===== src/rtl/count_display_driver.sv =====
// Samples a 7-bit count, converts it to BCD with a sequential double-dabble engine, and
// multiplexes the two digits onto a common-anode 7-segment display. A separate divider
// turns the buzzer request level into a square-wave tone.
module count_display_driver #(
  parameter int unsigned REFRESH_DIV = 50000,
  parameter int unsigned TONE_DIV    = 12500,
  parameter bit          BLANK_LZ    = 1'b1
) (
  input  logic       Clk,
  input  logic       reset,
  input  logic [6:0] Count,
  input  logic       buz,
  output logic [6:0] seg,
  output logic [1:0] an,
  output logic       ovf,
  output logic       buzzer_out
);

  localparam int unsigned RefW  = (REFRESH_DIV > 1) ? $clog2(REFRESH_DIV) : 1;
  localparam int unsigned ToneW = $clog2(TONE_DIV + 1);
  localparam logic [RefW-1:0]  RefMax  = RefW'(REFRESH_DIV - 1);
  localparam logic [ToneW-1:0] ToneMax = ToneW'(TONE_DIV);

  localparam logic [6:0] SegBlank = 7'h7F;
  localparam logic [6:0] SegDash  = 7'h3F;

  typedef enum logic [1:0] {StIdle, StShift, StLoad} state_e;

  state_e      state_q, state_d;
  logic [6:0]  sh_q, sh_d;
  // Scratch is {hundreds bit, tens nibble, ones nibble}; a 7-bit input never exceeds 1xx.
  logic [8:0]  bcd_q, bcd_d;
  logic [2:0]  bit_cnt_q, bit_cnt_d;
  logic [3:0]  ones_q, ones_d;
  logic [3:0]  tens_q, tens_d;
  logic        ovf_q, ovf_d;
  logic        valid_q, valid_d;
  logic [RefW-1:0]  refresh_q, refresh_d;
  logic             digit_sel_q, digit_sel_d;
  logic [ToneW-1:0] tone_q, tone_d;
  logic             buzzer_q, buzzer_d;
  logic [6:0]  seg_q, seg_d;
  logic [1:0]  an_q, an_d;
  logic [3:0]  tens_adj, ones_adj;

  function automatic logic [6:0] decode(input logic [3:0] digit);
    logic [6:0] pat;
    unique case (digit)
      4'd0:    pat = 7'h40;
      4'd1:    pat = 7'h79;
      4'd2:    pat = 7'h24;
      4'd3:    pat = 7'h30;
      4'd4:    pat = 7'h19;
      4'd5:    pat = 7'h12;
      4'd6:    pat = 7'h02;
      4'd7:    pat = 7'h78;
      4'd8:    pat = 7'h00;
      4'd9:    pat = 7'h10;
      default: pat = SegBlank;
    endcase
    return pat;
  endfunction

  // Conversion FSM: capture, seven add-3/shift steps, then publish to the display regs.
  always_comb begin
    state_d   = state_q;
    sh_d      = sh_q;
    bcd_d     = bcd_q;
    bit_cnt_d = bit_cnt_q;
    ones_d    = ones_q;
    tens_d    = tens_q;
    ovf_d     = ovf_q;
    valid_d   = valid_q;
    tens_adj  = (bcd_q[7:4] >= 4'd5) ? bcd_q[7:4] + 4'd3 : bcd_q[7:4];
    ones_adj  = (bcd_q[3:0] >= 4'd5) ? bcd_q[3:0] + 4'd3 : bcd_q[3:0];
    unique case (state_q)
      StIdle: begin
        sh_d      = Count;
        bcd_d     = '0;
        bit_cnt_d = '0;
        state_d   = StShift;
      end
      StShift: begin
        bcd_d     = {tens_adj, ones_adj, sh_q[6]};
        sh_d      = {sh_q[5:0], 1'b0};
        bit_cnt_d = bit_cnt_q + 3'd1;
        if (bit_cnt_q == 3'd6) state_d = StLoad;
      end
      StLoad: begin
        ones_d  = bcd_q[3:0];
        tens_d  = bcd_q[7:4];
        ovf_d   = bcd_q[8];
        valid_d = 1'b1;
        state_d = StIdle;
      end
      default: state_d = StIdle;
    endcase
  end

  // Refresh divider: digit slot flips when the counter wraps.
  always_comb begin
    refresh_d   = refresh_q + 1'b1;
    digit_sel_d = digit_sel_q;
    if (refresh_q == RefMax) begin
      refresh_d   = '0;
      digit_sel_d = ~digit_sel_q;
    end
  end

  // Segment/anode selection from next-state values so a LOAD reaches the pins on its own edge.
  always_comb begin
    seg_d = SegBlank;
    an_d  = 2'b11;
    if (valid_d) begin
      if (!digit_sel_d) begin
        an_d  = 2'b10;
        seg_d = ovf_d ? SegDash : decode(ones_d);
      end else if (ovf_d) begin
        an_d  = 2'b01;
        seg_d = SegDash;
      end else if (!(BLANK_LZ && (tens_d == 4'd0))) begin
        an_d  = 2'b01;
        seg_d = decode(tens_d);
      end
    end
  end

  // Tone divider: counter runs 1..TONE_DIV while buz is high, 0 parks it when idle.
  always_comb begin
    tone_d   = '0;
    buzzer_d = 1'b0;
    if (buz) begin
      buzzer_d = buzzer_q;
      if (tone_q == ToneMax) begin
        tone_d   = ToneW'(1);
        buzzer_d = ~buzzer_q;
      end else begin
        tone_d = tone_q + 1'b1;
      end
    end
  end

  // State registers.
  always_ff @(posedge Clk or posedge reset) begin
    if (reset) begin
      state_q     <= StIdle;
      sh_q        <= '0;
      bcd_q       <= '0;
      bit_cnt_q   <= '0;
      ones_q      <= '0;
      tens_q      <= '0;
      ovf_q       <= 1'b0;
      valid_q     <= 1'b0;
      refresh_q   <= '0;
      digit_sel_q <= 1'b0;
      tone_q      <= '0;
      buzzer_q    <= 1'b0;
      seg_q       <= SegBlank;
      an_q        <= 2'b11;
    end else begin
      state_q     <= state_d;
      sh_q        <= sh_d;
      bcd_q       <= bcd_d;
      bit_cnt_q   <= bit_cnt_d;
      ones_q      <= ones_d;
      tens_q      <= tens_d;
      ovf_q       <= ovf_d;
      valid_q     <= valid_d;
      refresh_q   <= refresh_d;
      digit_sel_q <= digit_sel_d;
      tone_q      <= tone_d;
      buzzer_q    <= buzzer_d;
      seg_q       <= seg_d;
      an_q        <= an_d;
    end
  end

  assign seg        = seg_q;
  assign an         = an_q;
  assign ovf        = ovf_q;
  assign buzzer_out = buzzer_q;

endmodule


===== config.mk =====
export PLATFORM = sky130hd
export DESIGN_NAME = count_display_driver
export DESIGN_NICKNAME = d
export VERILOG_FILES = /design/src/rtl/count_display_driver.sv
export SDC_FILE = /design/constraint.sdc
export NUM_CORES = 1
export LEC_CHECK = 0
export CELL_PAD_IN_SITES_DETAIL_PLACEMENT = 0
export CELL_PAD_IN_SITES_GLOBAL_PLACEMENT = 1
export CORE_AREA = 2 2 96 98
export CTS_CLUSTER_DIAMETER = 30
export DETAILED_ROUTE_END_ITERATION = 12
export DIE_AREA = 0 0 98 100
export PLACE_DENSITY_LB_ADDON = 0.1
export SLEW_MARGIN = 20
export SYNTH_ARGS = -nofsm -noshare
export SYNTH_HDL_FRONTEND = slang
export SYNTH_SLANG_ARGS = --single-unit

===== constraint.sdc =====
create_clock -name Clk -period 3.7 [get_ports Clk]
set_input_delay 0.74 -clock Clk [delete_from_list [all_inputs] [get_ports Clk]]
set_output_delay 0.74 -clock Clk [all_outputs]
set_load 0.05 [all_outputs]

run_1/wires.png
Drawn at 4 px/um. Two of the layers only.
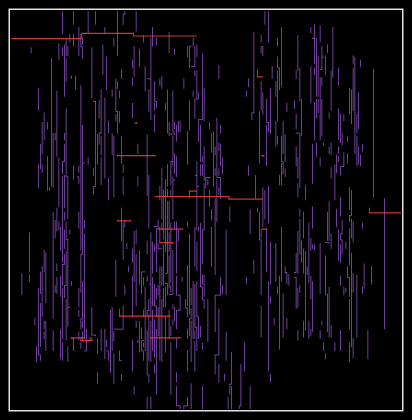
metal 2: shown in purple, wire length 3510 um. metal 3: shown in red, wire length 135 um.

run_1/detail.png
Window x 34 to 64, y 35 to 65 um. Cells in grey, sequential cells in the stronger grey; small squares are vias.
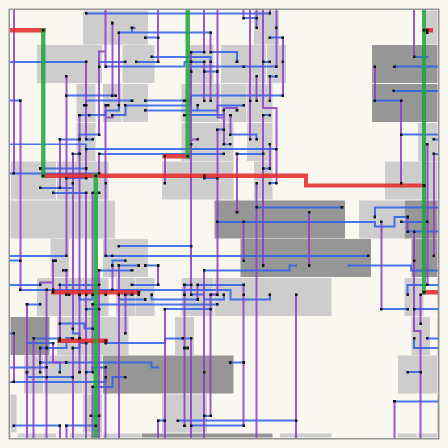
metal 3: shown in red. metal 2: shown in purple. metal 4: shown in green. metal 1: shown in blue.
Most frequent: inv_1 (5), nand2_1 (5), dfrtp_1 (5). Sequential cells in the window: 5. 45 logic cells have their middle in the window. Netlist names of flops here include `bcd_q` (2), `tone_q` (2).

run_1/placement.png
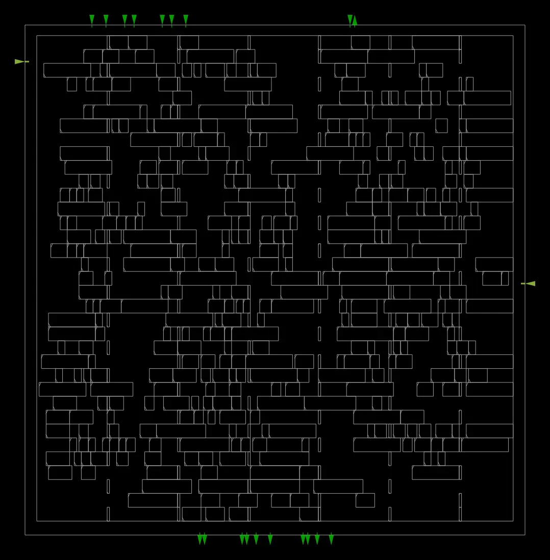
floorplan core area: 8890 um^2
flop share of the area: 0.415
fillcell total: 830

run_1/logic_types.png
Drawn at 4 px/um.
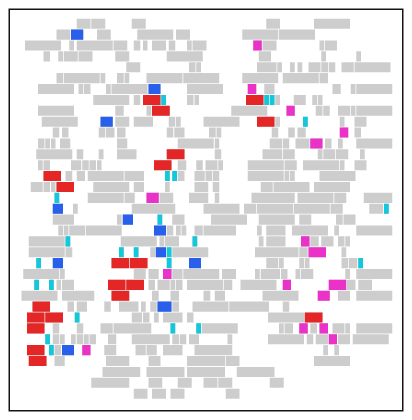
inverters: shown in cyan, cells 24. AND and OR gates: shown in magenta, cells 16. AND-OR and OR-AND gates: shown in blue, cells 11. adder and majority cells: shown in red, cells 20.
logic share of the area: 0.420
final cell count without fillers: 516
most instantiated logic cell after routing: sky130_fd_sc_hd__dfrtp_1

==> COMMIT_EDITMSG, run 1 <==
Log flow metrics for this revision

* Floorplan row count: 35
- The floorplan step set the die height to approximately 100 um.
- Setup repair after global routing left no endpoint under its margin.
- Power density normalized to cell area: ~530 nW/um^2
- The first global-routing pass estimated 12.6 mm of wire.
* Gr ovfl total: 0
- Largest delay contributor family on the critical path: buffers and inverters
* Initial detailed-routing violation count: 89
- Per the layout area report, the register area comes to 1810 um^2.
* Floorplan Utilization: 0.431
- Number of OpenROAD warnings: 39
- The register with the most flip-flops in the final layout is refresh_q.
- After its last routability iteration, the placer logged a weighted congestion of roughly 0.81.
* Dpl cells: ~500
- Final critical path time including I/O delays and setup: 2.40 ns
- There are 72 flip-flops and latches.
* Register-to-register setup slack: 1.53 ns
- Reg-to-reg critical path endpoint: seg[0]$_DFF_PP1_
- Critical setup path kind: register to primary output
- According to the timing report, the critical path is launched from seg[0]$_DFF_PP1_.
- Total power of the final layout: between 2 and 2.5 mW
* Gate count after technology mapping: approximately 380
- Post-layout worst setup margin: roughly 1.3 ns
- Along the worst path, the maximum fanout reaches 1.
- The final layout contains routed wiring with a total length of 7.18 mm.
- Area growth from synthesis to final layout: 14.0%
- Port Buffer Count: 20
* 1st-pass router iterations: 4
* Proportion of layout cells with a drive suffix above 1: 0.101
* Final setup viols: 0
- Critical Path Slowest Stage Cell: sky130_fd_sc_hd__clkdlybuf4s50_1
- Per the post-place timing report, worst setup slack is between 1.5 and 2 ns.
- Count of library flops with an enable pin: 0
- For this design the top-level I/O count stands at 21.
- Setup crit end kind: primary output
- The report puts the hold buffer count at CTS at 0.
- Buffers from clock root to sink, at most: 2
- The launch point of the worst min-delay path is recorded as refresh_q[15]$_DFF_PP0_.
* Summed area of non-filler cells in the final layout: between 4000 and 5000 um^2
* Highest clock rate: approximately 420 MHz
- DR WL/cell: 13.9 um
* Remaining number of nets flagged by the antenna check after routing: 0
- Outcome: completed
- The clock buffers instantiated in the layout total 11.
* Top Usage Layer GRT: met2
- Per the post-synthesis report, the nets total 409.
[run 1: routing by layer]
metal  wire length (um)  part of all wire
met1               3410              0.47
met2               3510              0.49
met3                135             0.019
met4                125             0.017
met5                  0                 0
[run 1: logic make-up (layout without fill, tap and decap cells)]
kind of cell / Yosys count / after routing / share of synthesized area
AOI/OAI and AO/OA: 68 / 68 / 0.115
xor gates and xnor gates: 28 / 28 / 0.0690
adders and majority gates: 20 / 20 / 0.0654
buffers and inverters: 37 / 63 / 0.0474
DFF: 72 / 72 / 0.474
muxes: 14 / 14 / 0.0448
and+or+nand+nor: 140 / 140 / 0.185
[run 1: where the power goes]
group	internal (mW)	leakage [nW]	switching [mW]
logic	0.224	0.945	0.380
registers	0.885	0.910	0.0387
clock network	0.484	0.126	0.296
==> run 1 -> run 2 <==
--- a/config.mk
+++ b/config.mk
@@ -7,10 +7,10 @@
 export LEC_CHECK = 0
 export CELL_PAD_IN_SITES_DETAIL_PLACEMENT = 0
 export CELL_PAD_IN_SITES_GLOBAL_PLACEMENT = 1
-export CORE_AREA = 2 2 96 98
+export CORE_AREA = 2 2 98 100
 export CTS_CLUSTER_DIAMETER = 30
 export DETAILED_ROUTE_END_ITERATION = 12
-export DIE_AREA = 0 0 98 100
+export DIE_AREA = 0 0 100 102
 export PLACE_DENSITY_LB_ADDON = 0.1
 export SLEW_MARGIN = 20
 export SYNTH_ARGS = -nofsm -noshare
==> constraint.sdc (replaced) <==
create_clock -name Clk -period 2.17 [get_ports Clk]
set_input_delay 0.434 -clock Clk [delete_from_list [all_inputs] [get_ports Clk]]
set_output_delay 0.434 -clock Clk [all_outputs]
set_load 0.05 [all_outputs]
==> run 2 against run 1 <==
- synthesized cell count stayed put
- total power is 60% higher
- die size is 4.1% higher
- critical endpoint is now seg[4]
- worst hold slack better by 0.0076 ns
- sequential share of layout area is 0.083 points lower
- global-route usage is 0.27 points lower
- sequential power is 71% higher
==> COMMIT_EDITMSG, run 2 <==
Log flow metrics for this revision

* Port Buffer Count: 20
- In this run, power in flip-flops and latches comes to approximately 1.6 mW.
* Die H: about 100 um
- Highest clock rate: around 480 MHz
- Sw Pwr: about 1.2 mW
* Power density normalized to cell area: 844 nW/um^2
- Setup repair after global routing left no endpoint under its margin.
* Area growth from synthesis to final layout: 14.3%
- refresh_q holds more flip-flops than any other register.
* Share of total power in combinational logic: 0.288
* Detailed-routed wire length on met3: between 150 and 200 um
* Critical Path Slowest Stage Cell: sky130_fd_sc_hd__clkdlybuf4s50_1
- For this configuration, the core starts out at a cell density of 0.420.
- In this run the count of I/O pins placed on the die edge is 21.
- The tool warning count for the run is 40.
- In the post-route report, total wirelength is listed as ~7.3 mm.
- Final setup viols: 0
* Total power of the final layout: around 3.7 mW
* Layout clock buffer count: 12
- Outcome: completed
* Met2 Routed Length: about 3.4 mm
- Buffers from clock root to sink, at most: 2
- Number of flip-flops and latches: roughly 72
- Of all nets on the critical path, the largest fanout is 1.
* Top routing layer in use: met4
- In the final routing, the length of wire on met1 measures 3.66 mm.
- CTS Hold Buffers Added: 0
* Adders+Majority by Area: 0.0654
* Largest delay contributor family on the critical path: buffers and inverters
- The cell-mix breakdown from Yosys lists the XOR/XNOR area share as 0.0690.
* Floorplan row count: 35
* Count of library flops with an enable pin: 0
* Final weighted congestion in routability-driven placement: ~0.8
- Synth mux share: 0.0448
- The share of total power dissipated in sequential elements is 0.427.
- Clock Power Share: 0.285
[run 2: cell counts after synthesis]
Identical to the previous run, type by type.
[run 2: final timing paths]
path	cells past startpoint	to	slack (ns)	startpoint
setup / recovery	1	seg[4]	0.07	seg[4]$_DFF_PP1_
hold / removal	2	refresh_q[8]$_DFF_PP0_	0.48	reset
setup reg to reg	6	seg[0]$_DFF_PP1_	0.22	refresh_q[0]$_DFF_PP0_
hold reg to reg	2	sh_q[6]$_DFFE_PP0P_	0.49	sh_q[6]$_DFFE_PP0P_
max in group asynchronous	3	sh_q[1]$_DFFE_PP0P_	1.17	reset
min in group Clk	2	sh_q[6]$_DFFE_PP0P_	0.49	sh_q[6]$_DFFE_PP0P_
run_2/logic_types.png
Drawn at 4 px/um.
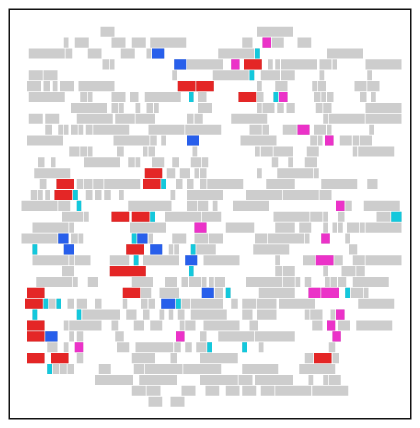
AND and OR gates: shown in magenta, cells 16. AND-OR and OR-AND gates: shown in blue, cells 11. adder and majority cells: shown in red, cells 20. inverters: shown in cyan, cells 24.

run_2/placement.png
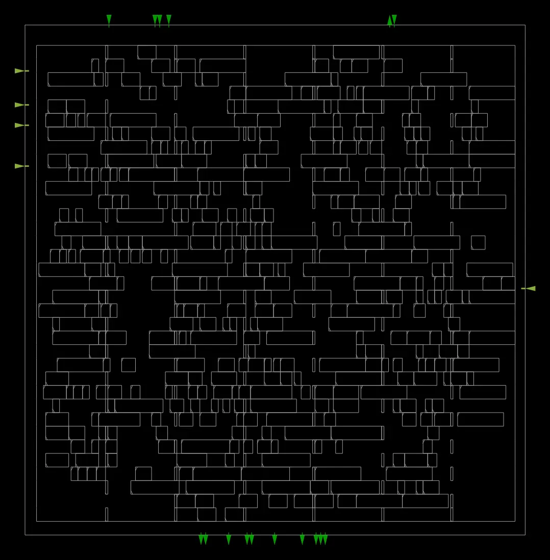
floorplan core area: 9110 um^2
final core occ: 0.480
final cell count without fillers: 521

==> run 2 -> run 3 <==
==> constraint.sdc (replaced) <==
create_clock -name Clk -period 1.9 [get_ports Clk]
set_input_delay 0.38 -clock Clk [delete_from_list [all_inputs] [get_ports Clk]]
set_output_delay 0.38 -clock Clk [all_outputs]
set_load 0.05 [all_outputs]
run_3/logic_types.png
Drawn at 4 px/um.
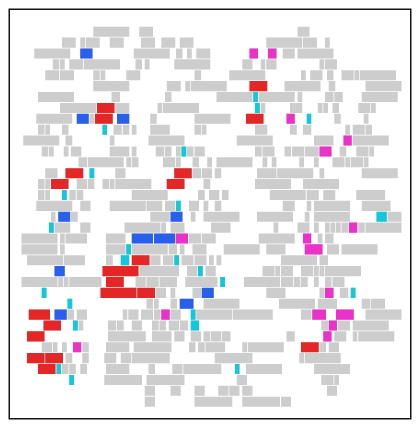
logic share of the area: 0.431
final cell count without fillers: 534

==> run 3 against run 2 <==
- via count increased by 1.8%
- critical path depth is 6 higher
- area after synthesis unchanged
- count of clock-buffer cells in the layout up 1
- critical endpoint is now seg[4]$_DFF_PP1_
- largest cell class unchanged
- worst hold slack worse by 0.11 ns
- sequential power increased by 14%
- total power grew 14%
- first-iteration DRC count rose by 76%
- routed wire length is 3.8% higher
- worst setup slack worse by 0.0064 ns
==> COMMIT_EDITMSG, run 3 <==
Log flow metrics for this revision

- WL met1: 3.71 mm
* Highest clock rate: roughly 540 MHz
- Floorplan Utilization: 0.420
- Dpl cells: 511
- The worst path in the final design needs a cycle of between 1.5 and 2 ns, including I/O delays and setup.
- Remaining number of nets flagged by the antenna check after routing: 0
* Worst R2R Path Depth: 7
- Fillcell total: between 800 and 900
- Final weighted congestion in routability-driven placement: around 0.76
- Clock Power Share: 0.256
- Looking at the group totals, the largest power group turns out to be sequential cells.
- In this run, the synthesized area fraction spent on and/or/nand/nor cells is recorded as 0.185.
- The slowest stage of the critical path is the sky130_fd_sc_hd__dfrtp_1 cell.
- Most instantiated logic cell after routing: sky130_fd_sc_hd__dfrtp_1
* Total power of the final layout: 4.19 mW
- For the completed layout, the total cell area is recorded as about 4500 um^2.
* Detailed-routed wire length on met3: 178 um
- Reg-to-reg critical path endpoint: seg[4]$_DFF_PP1_
- The startpoint identified for the worst register-to-register timing path is state_q[0]$_DFFE_PP0P_.
- Share of synthesized cell area in and-or and or-and compound cells: 0.115
- Comb pwr: 1.32 mW
- The highest metal layer carrying signal wires in the routed design is met4.
- Switching part of the total power: 0.347
* Outcome: completed
* Final core occ: 0.495
* Number of ports placed on the die boundary: 21
- In this run the most used layer during global routing was met2.
- The critical path crosses 7 cells after its start point.
- Gate count after technology mapping: about 380
- The layout summary lists the proportion of cells stronger than drive strength 1 as 0.203.
- After global routing the overflow that remains totals 0.
run_3/detail.png
Window x 35 to 65, y 36 to 66 um. Cells in grey, sequential cells in the stronger grey; small squares are vias.
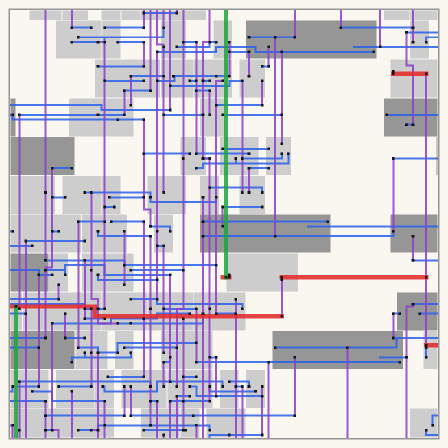
metal 4: shown in green. metal 2: shown in purple. metal 3: shown in red. metal 1: shown in blue.
Netlist names of flops here include `bcd_q` (2), `tens_q` (1). 49 logic cells have their middle in the window. Most frequent: buf_4 (6), nor2_1 (5). Sequential cells in the window: 3.

## run 3: kinds of logic (layout without fill, tap and decap cells)
family	count (synthesis)	in the layout
DFF	72	72
muxes	14	14
adders and majority gates	20	20
xor gates and xnor gates	28	28
AOI/OAI and AO/OA	68	68
and+or+nand+nor	140	141
buffers and inverters	37	80
## run 3: final cells by class
cell class                      count  area, um^2  share of cell area
Multi-Input combinational cell    271        1940               0.431
Sequential cell                    72        1810               0.402
Timing Repair Buffer               40         353              0.0782
Clock buffer                       13         149              0.0330
Tap cell                          111         139              0.0308
Inverter                           24        98.8              0.0219
Clock inverter                      3        17.5             0.00388
## run 3: repair_timing
action	CTS	global route
pin swaps	0	6
setup buffers	0	6
cloned	0	1
endpoints found under the setup margin	1	7
resized	1	13
Power is estimated from default activity; no workload was simulated.
